**Run 1: clock nets**

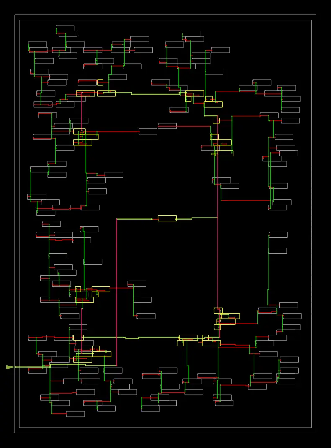
**Run 1: gate-type map**

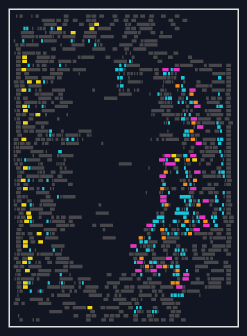
**Run 1: cells colored by class**

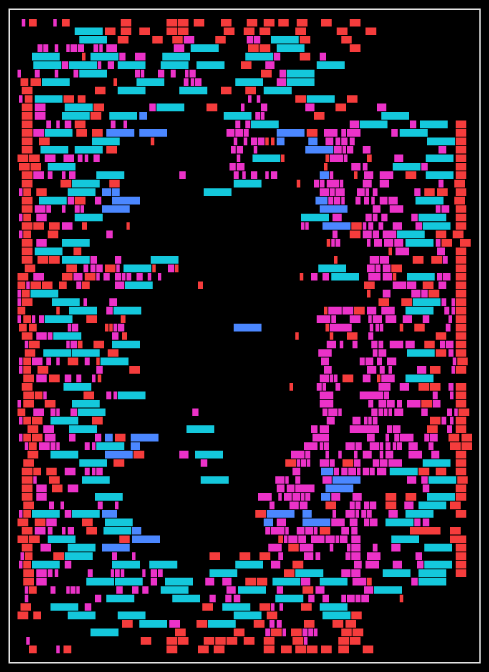
Design rv32_trap_ctrl, sky130hd; sources not shown.
==> job_summary.md, run 1 <==
### Metrics collected by this job

| Metric | Value |
|---|---|
| Signal buf overhead | `27.8%` |
| Htree depth | `4` |
| Clock Latency Late Sink | `0.44 ns` |
| Setup ws final | `1.14 ns` |
| R2R setup slack | `3.62 ns` |
| Drt drc | `0` |
| Flop+latch power | `1.30 mW` |
| Mux frac, synth | `4.65%` |
| Worst path cell trace | `clkdlybuf4s50_1 > ha_1 > a21o_1 > a31o_2 > o211ai_2 > nand2_1 > o211ai_1 > nand3_1 > a41oi_1 > xor2_1 > o21ai_0 > clkdlybuf4s50_1` |
| Wire length per cell | `17.7 microns` |
| # diodes | `1` |
| Most area-hungry cell type in the Yosys netlist | `dfrtp_1` |
| Outcome | `finished clean` |
| Reg power frac | `25.9%` |
| Most instantiated logic cells after routing | `274 x clkdlybuf4s50_1, 143 x dfrtp_1, 70 x nand2_1` |
| Die height | `209 microns` |
| Adder and majority gate portion of the synthesized area | `5.08%` |
| Worst EP arrival | `4.80 ns` |
| Cycle use final | `82.7%` |
| Cell repeated most along the worst path | `clkdlybuf4s50_1` |
| Stages on worst setup path | `12` |
| Clock slew at reported path FFs | `0.07 ns` |
| PostCTS Resize Cnt | `0` |
| Main flop type | `dfrtp_1` |
| Synth Instances | `749` |
| Psw | `2.53 mW` |
| Crit Path Class | `input pin to output port` |
| Comb. cell area | `0.00363 sq mm` |
| Yosys reg bits | `143` |
| DIE WIDTH | `151 microns` |
| TAP cells | `385` |
| Yosys stat chip area | `0.00754 sq mm` |
| Top delay family on crit path | `buffers and inverters` |
| Placer Congestion | `0.851` |
| Post-DP HPWL | `21000 microns` |
-- 'clock nets' (at the start) --
skew final: 0.0110 ns
CTS Buf Count: 17
# clk buffers: 18
Power Clock: 0.943 mW

-- 'gate-type map' (at the start) --
| color | family | cells | most used |
|---|---|---|---|
| yellow | mux cells | 35 | mux2i_1 |
| cyan | aoi and oai cells | 158 | o21ai_0 |
| orange | xor and xnor cells | 25 | xnor2_1 |
| magenta | fa/ha/maj cells | 30 | ha_1 |
Top cell excl fill/tap: clkdlybuf4s50_1
non-filler instance count after layout: 1470
logic share of the area: 31.6%

-- 'cells colored by class' (at the start) --
| color | class | cells |
|---|---|---|
| magenta | remaining logic cells | 561 |
| red | remaining buffers and delay cells | 348 |
| blue | clock drivers and dummy loads | 32 |
| cyan | registers | 143 |
Core Region: 0.0298 sq mm
fraction of area in registers: 31.2%
FP Rows: 75
Final Cell Area: 0.0115 sq mm
utilization after layout: 38.4%

**Run 1: clock network drawn from the DEF**

Scale bar: 50 microns.
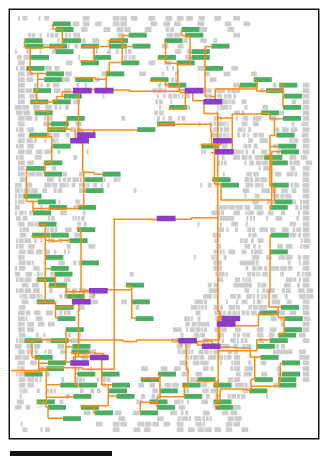

## Run 2: what changed since run 1
clock period = 4.55 ns   (was 6.6 ns; I/O delays follow)
**Run 2: clock network drawn from the DEF**

Scale bar: 50 microns.
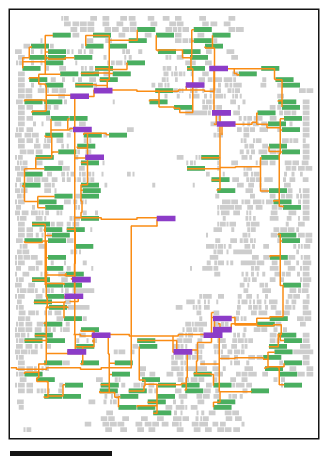
[orange] clock wires | length: 2280 microns
[purple] clock-net drivers | count: 17
[green] flip-flops | count: 143
routed clock nets: 18
flops lie: widely spread
Clock Latency Late Sink: 0.43 ns
clock share of power: 20.5%
skew final: 0.00987 ns
Power Clock: 1.53 mW

**Run 2: clock nets**

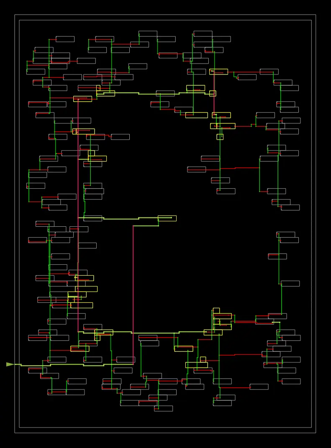
# clk buffers: 17
CTS Sinks: 143
registers: 143

==> run 2 against run 1 <==
Clock power increased by 62%; sequential cell count did not move; setup slack worse by 0.99 ns; sequential power increased by 45%; critical path depth decreased by 3; sequential share of layout area fell by 0.18 points; first-iteration DRC count rose by 31%; synthesized cell count unchanged; critical endpoint is now redirect_pc_o[17]; largest cell class unchanged; largest power group unchanged; highest routed layer is now met5.
==> job_summary.md, run 2 <==
### Metrics collected by this job

| Metric | Value |
|---|---|
| Top cell excl fill/tap | `clkdlybuf4s50_1 (unchanged)` |
| Drt drc | `0 (unchanged)` |
| Outcome | `finished clean (unchanged)` |
| Most area-hungry cell type in the Yosys netlist | `dfrtp_1 (unchanged)` |
| TAP cells | `385 (unchanged)` |
| Stages on worst setup path | `9 (was 12)` |
| Yosys reg bits | `143 (unchanged)` |
| DIE WIDTH | `151 microns (unchanged)` |
| Yosys stat chip area | `0.00754 sq mm (unchanged)` |
| Htree depth | `4 (unchanged)` |
| Clock slew at reported path FFs | `0.07 ns (about the same)` |
| Worst path cell trace | `clkbuf_1 > nand2b_1 > or2_2 > clkbuf_1 > a21oi_1 > buf_2 > a22oi_1 > o21ai_1 > dlygate4sd2_1 (was clkdlybuf4s50_1 > ha_1 > a21o_1 > a31o_2 > o211ai_2 > nand2_1 > o211ai_1 > nand3_1 > a41oi_1 > xor2_1 > o21ai_0 > clkdlybuf4s50_1)` |
| R2R setup slack | `1.58 ns (was 3.62 ns)` |
| Core Region | `0.0298 sq mm (unchanged)` |
| Wire length per cell | `17.5 microns (was 17.7 microns)` |
| Synth Instances | `749 (unchanged)` |
| Logic share of the area | `31.4% (was 31.6%)` |
| Placer Congestion | `0.823 (was 0.851)` |
| Signal buf overhead | `27.6% (was 27.8%)` |
| Worst EP arrival | `3.94 ns (was 4.80 ns)` |
| Adder and majority gate portion of the synthesized area | `5.08% (unchanged)` |
| Non-filler instance count after layout | `1470 (unchanged)` |
| Comb. cell area | `0.00363 sq mm (unchanged)` |
| FP Rows | `75 (unchanged)` |
| Post-DP HPWL | `20700 microns (was 21000 microns)` |
| Cell repeated most along the worst path | `clkbuf_1 (was clkdlybuf4s50_1)` |
| Top delay family on crit path | `buffers and inverters (unchanged)` |
**Run 2: cells colored by class**

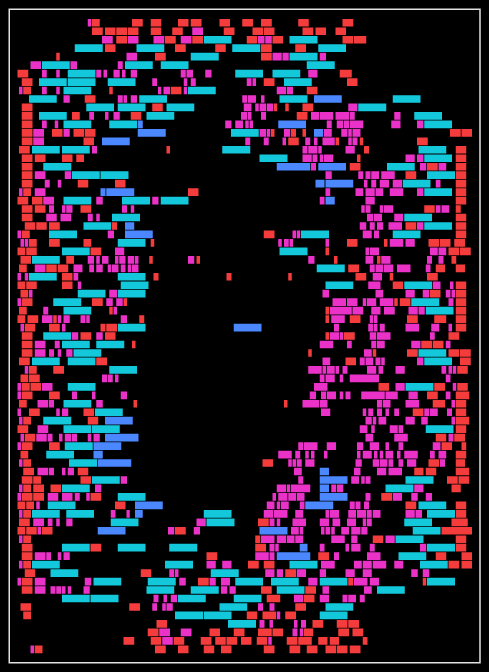
| color | class | cells |
|---|---|---|
| blue | clock drivers and dummy loads | 32 |
| cyan | registers | 143 |
| red | remaining buffers and delay cells | 349 |
| magenta | remaining logic cells | 561 |
utilization after layout: 38.7%
fraction of area in registers: 31.0%
Final Cell Area: 0.0115 sq mm

Power is estimated from default activity; no workload was simulated.
